--- src/rtl/csr_ctrl_pkg.sv ---
// csr_ctrl_pkg
// Shared definitions for the CSR sequencing initiator and its decoder:
// widths, SYSTEM opcode / funct3 encodings, privileged immediates, trap
// encodings understood by the CSR file, the decoded-op struct and the
// read-modify-write helper.
package csr_ctrl_pkg;

    localparam int INSTR_MEM_WIDTH = 32;
    localparam int CSR_ADDR_WIDTH  = 12;
    localparam int CSR_WIDTH       = 32;

    localparam logic [6:0] OPCODE_SYSTEM = 7'b1110011;

    localparam logic [2:0] F3_PRIV   = 3'b000;
    localparam logic [2:0] F3_CSRRW  = 3'b001;
    localparam logic [2:0] F3_CSRRS  = 3'b010;
    localparam logic [2:0] F3_CSRRC  = 3'b011;
    localparam logic [2:0] F3_CSRRWI = 3'b101;
    localparam logic [2:0] F3_CSRRSI = 3'b110;
    localparam logic [2:0] F3_CSRRCI = 3'b111;

    localparam logic [CSR_ADDR_WIDTH-1:0] SYS_ECALL = 12'h000;
    localparam logic [CSR_ADDR_WIDTH-1:0] SYS_MRET  = 12'h302;

    localparam logic [CSR_ADDR_WIDTH-1:0] CSR_MTVEC = 12'h305;
    localparam logic [CSR_ADDR_WIDTH-1:0] CSR_MEPC  = 12'h341;

    localparam logic [1:0] TRAP_NONE    = 2'b00;
    localparam logic [1:0] TRAP_ECALL   = 2'b01;
    localparam logic [1:0] TRAP_ILLEGAL = 2'b10;
    localparam logic [1:0] TRAP_MRET    = 2'b11;

    typedef enum logic [2:0] {
        OP_CSRRW,
        OP_CSRRS,
        OP_CSRRC,
        OP_ECALL,
        OP_MRET,
        OP_ILLEGAL
    } op_e;

    typedef struct packed {
        op_e                       op;
        logic                      use_imm;   // operand is zext(instr[19:15])
        logic [4:0]                rs1_idx;   // rs1 index or immediate
        logic [4:0]                rd_idx;
        logic [CSR_ADDR_WIDTH-1:0] csr_addr;
    } decode_t;

    // New CSR value for the read-modify-write ops.
    function automatic logic [CSR_WIDTH-1:0] csr_update(
        input op_e                  op,
        input logic [CSR_WIDTH-1:0] old_val,
        input logic [CSR_WIDTH-1:0] operand
    );
        case (op)
            OP_CSRRS: csr_update = old_val | operand;
            OP_CSRRC: csr_update = old_val & ~operand;
            default:  csr_update = operand;
        endcase
    endfunction

endpackage

--- src/rtl/csr_decode.sv ---
// csr_decode
// Combinational classifier for a raw instruction offered to csr_ctrl.
// Ports:
//   instr  in  32         raw instruction
//   dec    out decode_t   op class, operand select, rs1/imm, rd, CSR address
module csr_decode
    import csr_ctrl_pkg::*;
(
    input  logic [31:0] instr,
    output decode_t     dec
);

    always_comb begin
        dec          = '0;
        dec.op       = OP_ILLEGAL;
        dec.use_imm  = instr[14];
        dec.rs1_idx  = instr[19:15];
        dec.rd_idx   = instr[11:7];
        dec.csr_addr = instr[31:20];

        if (instr[6:0] == OPCODE_SYSTEM) begin
            case (instr[14:12])
                F3_CSRRW, F3_CSRRWI: dec.op = OP_CSRRW;
                F3_CSRRS, F3_CSRRSI: dec.op = OP_CSRRS;
                F3_CSRRC, F3_CSRRCI: dec.op = OP_CSRRC;
                F3_PRIV: begin
                    // ebreak and every other privileged immediate is illegal
                    if (instr[31:20] == SYS_ECALL) begin
                        dec.op = OP_ECALL;
                    end else if (instr[31:20] == SYS_MRET) begin
                        dec.op = OP_MRET;
                    end else begin
                        dec.op = OP_ILLEGAL;
                    end
                end
                default: dec.op = OP_ILLEGAL;
            endcase
        end
    end

endmodule

--- src/rtl/csr_ctrl.sv ---
// csr_ctrl
// Sequencing initiator between execute and the CSR register file. Accepts
// one SYSTEM instruction at a time and walks a fixed 3-cycle sequence:
//   CSR op : IDLE -> READ -> WRITE -> DONE
//   ecall/illegal : IDLE -> TRAP -> VEC -> DONE
//   mret   : IDLE -> READ -> TRAP -> DONE
// All outputs are registered; each is computed for the state being entered.
// Ports:
//   clk, rst (sync, active-high)
//   req_valid/req_ready, instr, rs1_data, pc_in   request from execute
//   resp_valid, rd_we, rd_data                    writeback (one-cycle pulse)
//   redirect_valid, redirect_pc                   fetch redirect
//   csr_we, csr_trap, csr_pc, csr_write_addr,
//   csr_write_data, csr_read_addr                 to the CSR file
//   csr_read_data                                 combinational read return
module csr_ctrl
    import csr_ctrl_pkg::*;
(
    input  logic                       clk,
    input  logic                       rst,
    input  logic                       req_valid,
    output logic                       req_ready,
    input  logic [31:0]                instr,
    input  logic [CSR_WIDTH-1:0]       rs1_data,
    input  logic [INSTR_MEM_WIDTH-1:0] pc_in,
    output logic                       resp_valid,
    output logic                       rd_we,
    output logic [CSR_WIDTH-1:0]       rd_data,
    output logic                       redirect_valid,
    output logic [INSTR_MEM_WIDTH-1:0] redirect_pc,
    output logic                       csr_we,
    output logic [1:0]                 csr_trap,
    output logic [INSTR_MEM_WIDTH-1:0] csr_pc,
    output logic [CSR_ADDR_WIDTH-1:0]  csr_write_addr,
    output logic [CSR_WIDTH-1:0]       csr_write_data,
    output logic [CSR_ADDR_WIDTH-1:0]  csr_read_addr,
    input  logic [CSR_WIDTH-1:0]       csr_read_data
);

    typedef enum logic [2:0] {
        S_IDLE,
        S_READ,
        S_WRITE,
        S_TRAP,
        S_VEC,
        S_DONE
    } state_e;

    decode_t in_dec;

    csr_decode u_decode (
        .instr (instr),
        .dec   (in_dec)
    );

    state_e                     state_q, state_d;
    decode_t                    dec_q, dec_d;
    logic [CSR_WIDTH-1:0]       operand_q, operand_d;
    logic [INSTR_MEM_WIDTH-1:0] pc_q, pc_d;
    // Old CSR value for CSR ops; redirect target for traps and mret.
    logic [CSR_WIDTH-1:0]       old_q, old_d;

    logic                       req_ready_q, req_ready_d;
    logic                       resp_valid_q, resp_valid_d;
    logic                       rd_we_q, rd_we_d;
    logic [CSR_WIDTH-1:0]       rd_data_q, rd_data_d;
    logic                       redirect_valid_q, redirect_valid_d;
    logic [INSTR_MEM_WIDTH-1:0] redirect_pc_q, redirect_pc_d;
    logic                       csr_we_q, csr_we_d;
    logic [1:0]                 csr_trap_q, csr_trap_d;
    logic [INSTR_MEM_WIDTH-1:0] csr_pc_q, csr_pc_d;
    logic [CSR_ADDR_WIDTH-1:0]  csr_write_addr_q, csr_write_addr_d;
    logic [CSR_WIDTH-1:0]       csr_write_data_q, csr_write_data_d;
    logic [CSR_ADDR_WIDTH-1:0]  csr_read_addr_q, csr_read_addr_d;

    logic                       accept;
    logic                       set_clear_nop;

    assign accept = req_valid && req_ready_q;

    // csrrs/csrrc (and immediate forms) with a zero source never write.
    assign set_clear_nop = (dec_q.op == OP_CSRRS || dec_q.op == OP_CSRRC) &&
                           (dec_q.rs1_idx == 5'd0);

    always_comb begin
        state_d   = state_q;
        dec_d     = dec_q;
        operand_d = operand_q;
        pc_d      = pc_q;
        old_d     = old_q;

        // Every output is a per-state pulse; default back to zero.
        resp_valid_d     = 1'b0;
        rd_we_d          = 1'b0;
        rd_data_d        = '0;
        redirect_valid_d = 1'b0;
        redirect_pc_d    = '0;
        csr_we_d         = 1'b0;
        csr_trap_d       = TRAP_NONE;
        csr_pc_d         = '0;
        csr_write_addr_d = '0;
        csr_write_data_d = '0;
        csr_read_addr_d  = '0;

        case (state_q)
            S_IDLE: begin
                if (accept) begin
                    dec_d     = in_dec;
                    operand_d = in_dec.use_imm ? {{(CSR_WIDTH-5){1'b0}}, in_dec.rs1_idx}
                                               : rs1_data;
                    pc_d      = pc_in;
                    case (in_dec.op)
                        OP_CSRRW, OP_CSRRS, OP_CSRRC: begin
                            state_d         = S_READ;
                            csr_read_addr_d = in_dec.csr_addr;
                        end
                        OP_MRET: begin
                            state_d         = S_READ;
                            csr_read_addr_d = CSR_MEPC;
                        end
                        OP_ECALL: begin
                            state_d    = S_TRAP;
                            csr_trap_d = TRAP_ECALL;
                            csr_pc_d   = pc_in;
                        end
                        default: begin
                            state_d    = S_TRAP;
                            csr_trap_d = TRAP_ILLEGAL;
                            csr_pc_d   = pc_in;
                        end
                    endcase
                end
            end
            S_READ: begin
                old_d = csr_read_data;
                if (dec_q.op == OP_MRET) begin
                    state_d    = S_TRAP;
                    csr_trap_d = TRAP_MRET;
                    csr_pc_d   = pc_q;
                end else begin
                    state_d          = S_WRITE;
                    csr_we_d         = !set_clear_nop;
                    csr_write_addr_d = dec_q.csr_addr;
                    csr_write_data_d = csr_update(dec_q.op, csr_read_data, operand_q);
                end
            end
            S_WRITE: begin
                state_d      = S_DONE;
                resp_valid_d = 1'b1;
                rd_we_d      = (dec_q.rd_idx != 5'd0);
                rd_data_d    = old_q;
            end
            S_TRAP: begin
                if (dec_q.op == OP_MRET) begin
                    state_d          = S_DONE;
                    resp_valid_d     = 1'b1;
                    redirect_valid_d = 1'b1;
                    redirect_pc_d    = old_q[INSTR_MEM_WIDTH-1:0];
                end else begin
                    state_d         = S_VEC;
                    csr_read_addr_d = CSR_MTVEC;
                end
            end
            S_VEC: begin
                old_d            = csr_read_data;
                state_d          = S_DONE;
                resp_valid_d     = 1'b1;
                redirect_valid_d = 1'b1;
                redirect_pc_d    = csr_read_data[INSTR_MEM_WIDTH-1:0];
            end
            S_DONE: begin
                state_d = S_IDLE;
            end
            default: begin
                state_d = S_IDLE;
            end
        endcase

        req_ready_d = (state_d == S_IDLE);
    end

    always_ff @(posedge clk) begin
        if (rst) begin
            state_q          <= S_IDLE;
            dec_q            <= '0;
            operand_q        <= '0;
            pc_q             <= '0;
            old_q            <= '0;
            req_ready_q      <= 1'b1;
            resp_valid_q     <= 1'b0;
            rd_we_q          <= 1'b0;
            rd_data_q        <= '0;
            redirect_valid_q <= 1'b0;
            redirect_pc_q    <= '0;
            csr_we_q         <= 1'b0;
            csr_trap_q       <= TRAP_NONE;
            csr_pc_q         <= '0;
            csr_write_addr_q <= '0;
            csr_write_data_q <= '0;
            csr_read_addr_q  <= '0;
        end else begin
            state_q          <= state_d;
            dec_q            <= dec_d;
            operand_q        <= operand_d;
            pc_q             <= pc_d;
            old_q            <= old_d;
            req_ready_q      <= req_ready_d;
            resp_valid_q     <= resp_valid_d;
            rd_we_q          <= rd_we_d;
            rd_data_q        <= rd_data_d;
            redirect_valid_q <= redirect_valid_d;
            redirect_pc_q    <= redirect_pc_d;
            csr_we_q         <= csr_we_d;
            csr_trap_q       <= csr_trap_d;
            csr_pc_q         <= csr_pc_d;
            csr_write_addr_q <= csr_write_addr_d;
            csr_write_data_q <= csr_write_data_d;
            csr_read_addr_q  <= csr_read_addr_d;
        end
    end

    assign req_ready      = req_ready_q;
    assign resp_valid     = resp_valid_q;
    assign rd_we          = rd_we_q;
    assign rd_data        = rd_data_q;
    assign redirect_valid = redirect_valid_q;
    assign redirect_pc    = redirect_pc_q;
    assign csr_we         = csr_we_q;
    assign csr_trap       = csr_trap_q;
    assign csr_pc         = csr_pc_q;
    assign csr_write_addr = csr_write_addr_q;
    assign csr_write_data = csr_write_data_q;
    assign csr_read_addr  = csr_read_addr_q;

endmodule

--- config.mk ---
export PLATFORM = sky130hd
export DESIGN_NAME = csr_ctrl
export DESIGN_NICKNAME = d
export VERILOG_FILES = /design/src/rtl/csr_ctrl_pkg.sv /design/src/rtl/csr_decode.sv /design/src/rtl/csr_ctrl.sv
export SDC_FILE = /design/constraint.sdc
export NUM_CORES = 1
export LEC_CHECK = 0
export ABC_AREA = 1
export CAP_MARGIN = 20
export CORE_MARGIN = 1
export CORE_UTILIZATION = 40
export DETAILED_ROUTE_END_ITERATION = 16
export HOLD_SLACK_MARGIN = 0.12
export PLACE_DENSITY_LB_ADDON = 0.3
export RECOVER_POWER = 100
export SETUP_SLACK_MARGIN = 0.1
export SLEW_MARGIN = 40
export SYNTH_ARGS = -nofsm -noshare
export SYNTH_HDL_FRONTEND = slang
export SYNTH_HIERARCHICAL = 1
export SYNTH_SLANG_ARGS = --single-unit
--- constraint.sdc ---
create_clock -name clk -period 2 [get_ports clk]
set_input_delay 0.4 -clock clk [delete_from_list [all_inputs] [get_ports clk]]
set_output_delay 0.4 -clock clk [all_outputs]
set_load 0.005 [all_outputs]
==> flow_summary_export.csv <==
group,metric,value,unit
detailed_routing,wl_per_cell,15.1,um
clock_tree,post_cts_buffers,0,
detailed_routing,dr.pass1.iters,5,
global_routing,antenna_found_initial,0,
timing,holdWs,329,ps
logic_synthesis,edf_count,0,
logic_synthesis,yosys_warnings,6,
timing,setup_viol,0,
setup_path,worst-path-buf-inv,1,
timing,worst_slew_pin_slew,913,ps
global_routing,grt_pass1_vias,9128,
clock_tree,path_clk_slew,60,ps
logic_synthesis,flop_cell,"dfxtp_1",
logic_synthesis,syn_avg_cell_area,7.76,um2
global_routing,grt.total_usage,22.0,%
logic_synthesis,synthArstFlopShare,0,%
status,outcome,"finished clean",
setup_path,cp.arrival,1510,ps
setup_path,cp_top_family,"buffers and inverters",
timing,skew,15.5,ps
clock_tree,h-tree-depth,1,
detailed_routing,drcViolationCount,0,
clock_tree,numCtsBuffers,29,
detailed_routing,ant_nets,0,
floorplanning,chip_area,26600,um2
setup_path,path_max_fanout,2,
clock_tree,clock_sinks,283,
setup_path,cp.required,1600,ps
timing,rsz0062_at_grt,"no",
pwr,power_density,1180,nW/um2
floorplanning,rows,58,
place,gp_congestion,0.839,
logic_synthesis,synth_cells,1337,
timing,period_needed,1910,ps
logic_synthesis,ys_area,10400,um2
logic_synthesis,ys.flops,283,
logic_synthesis,syn_area,10400,um2
pwr,total_leakage_power,0.00690,uW
floorplanning,die_w,163,um
clock_tree,cts_tree,"yes",
job,tool_warnings,26,
clock_tree,clockRootBuffer,"clkbuf_16",
finish,drive_above_1_share,6.99,%
logic_synthesis,ys_seq_share,54.6,%
finish,instances_no_fill,1961,
place,place.port_buffers,289,
detailed_routing,routed_wl,29.6,mm
setup_path,crit_type,"flip-flop to output port",
floorplanning,fp-utilization,40.9,%
detailed_routing,num_vias,9417,
pwr,ir_drop,0.000579,V
logic_synthesis,yosysUniqueCellTypes,30,
setup_path,start_kind,"flip-flop",
floorplanning,io_pins,290,
finish,nNetsFinal,1739,
floorplanning,core,25300,um2
timing,max_clock_freq,0.524,GHz
clock_tree,cts_buffer_depth,3,
timing,slew_headroom,39.1,%
logic_synthesis,synth_stat.cells,1337,
floorplanning,die_h,163,um
detailed_routing,drtIter0Drc,666,
job,maxCapViolCount,0,
setup_path,end_kind,"output port",
timing,fin_crit_sh,95.5,%
logic_synthesis,synth_nets,1468,
global_routing,grt_max_degree,80,
detailed_routing,viasPerCell,4.80,
timing,hold_viol_final,0,
==> sequential cells by signal, indices dropped and copies added (netlist names) <==
name and cells:
rd_we 1, dec_q 25, redirect_valid 1, state_q 3, old_q 32, operand_q 32, csr_we 1, resp_valid 1
csr_write_addr 12, csr_pc 32, rd_data 32, csr_write_data 32, csr_read_addr 12, redirect_pc 32, csr_trap 2, req_ready 1
pc_q 32
==> per-stage QoR <==
stage	util [%]	TNS [ps]	area, um2	total power, uW	worst slack (ps)
finish	58.1	0	14700	17300	90.1
global route	58.1	0	14700	18400	55.8
CTS	58.1	0	14700	17700	140
detailed placement	53.8	-12970	13600	11700	-353
global placement	53.8	-9430	13600	11600	-246
floorplan	-	0	10400	9750	237
==> synth_stat cells, drive strengths merged, types with 2 or more instances <==
cell / instances / area [um2]
a22oi: 32 / 240
nand2: 291 / 1100
nand4: 4 / 25.0
or2: 2 / 12.5
mux2i: 5 / 50.1
dfxtp: 283 / 5670
nor3: 5 / 25.0
clkbuf: 26 / 97.6
inv: 174 / 653
a21oi: 40 / 204
o21ai: 62 / 310
o22ai: 18 / 113
buf: 70 / 445
nor2: 204 / 808
nand3: 116 / 593
==> routing by layer <==
layer | GRT usage (%) | share of wire [%] | vias up
li1 | - | - | 4675
met5 | 0 | 0 | -
met3 | 4.80 | 7.6 | 69
met4 | 9.18 | 3.7 | 0
met1 | 26.7 | 41 | 4324
met2 | 37.4 | 48 | 349
==> cells by family after synthesis <==
logic type | after synthesis | share of synthesized area [%]
AOI/OAI and AO/OA | 153 | 8.42
DFF | 283 | 54.6
and+or+nand+nor | 625 | 24.9
buffers and inverters | 271 | 11.6
muxes | 5 | 0.483
==> timing repair <==
item,in CTS,in global routing
hold buffers,0,0
resized,0,6
setup endpoints to repair,0,21
==> cell usage in the layout, fill, tap and decap left out, drive strengths merged <==
cell           count
clkdlybuf4s50    129
nand3            116
nor4               1
bufinv             6
dfxtp            283
buf               40
a31oi              1
nor2             204
a21oi             40
nand3b             1
clkbuf            48
nor3               5
nand4              4
dlygate4sd3      159
a22oi             32
o21ai             62
or2                2
clkinv            10
o22ai             18
nand2            291
inv              172
clkinvlp           1
and3               1
mux2i              5
==> final timing paths <==
path | startpoint | endpoint | slack (ps) | cells past startpoint
worst min-delay path | rst | pc_q[3]$_SDFFE_PP0P_ | 330 | 4
worst min register to register | dec_q[8]$_SDFFE_PP0P_ | csr_write_addr[8]$_SDFF_PP0_ | 430 | 2
worst max register to register | state_q[1]$_SDFF_PP0_ | old_q[29]$_SDFFE_PP0P_ | 240 | 7
worst max-delay path | req_ready$_SDFF_PP1_ | req_ready | 90 | 1
==> layout make-up <==
class / count / area, um2
fillers: 2279 / 10600
flip-flops and latches: 283 / 5670
multi-input cells: 783 / 3500
repair buffers: 336 / 3380
clock buffers: 40 / 857
inverters: 175 / 663
well taps: 330 / 413
clock inverters: 14 / 226
==> power breakdown <==
group	switching (uW)	internal (uW)
clock network	2220	3760
logic	2590	1610
registers	507	6620
total	5320	12000
Fig. 1: met1 routing
Drawn at 3 px/um. Supply wires on this layer in grey.
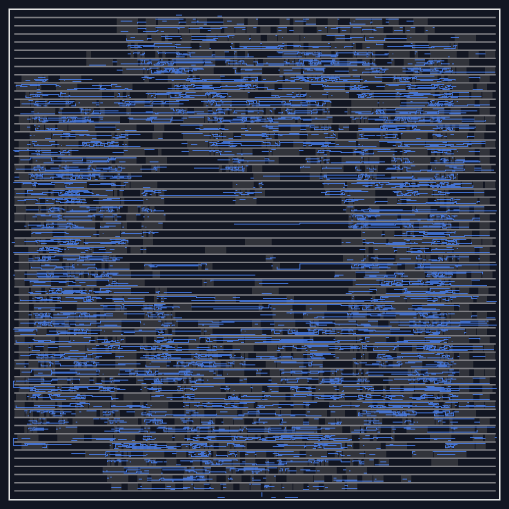
1527 nets have wire on it. The layer carries 12200 um of wire. The longest straight run is 62.1 um.

Fig. 2: M2 wires
Drawn at 3 px/um.
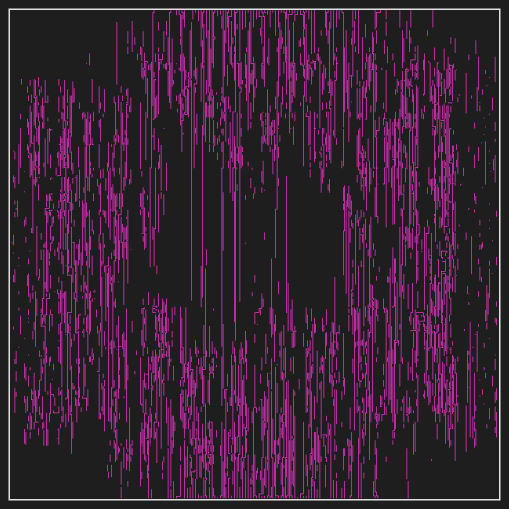
1388 nets have wire on it. The layer carries 14100 um of wire. The longest straight run is 73.4 um. The layer holds 48% of the routed length.

Fig. 3: metal 3
Drawn at 3 px/um.
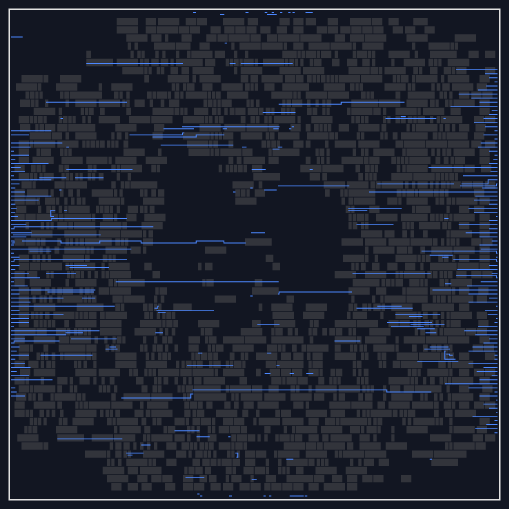
The layer carries 2250 um of wire. The longest straight run is 64.6 um. 218 nets have wire on it.

Fig. 4: met4 routing
Drawn at 2 px/um. Supply wires on this layer in grey.
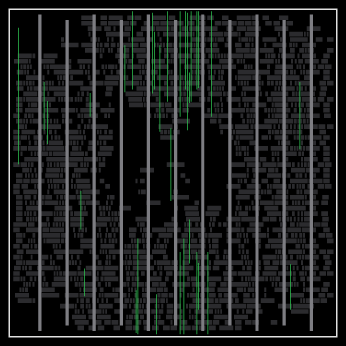
The layer holds 3.7% of the routed length. The layer carries 1110 um of wire.

Power and IR drop assume default switching activity.
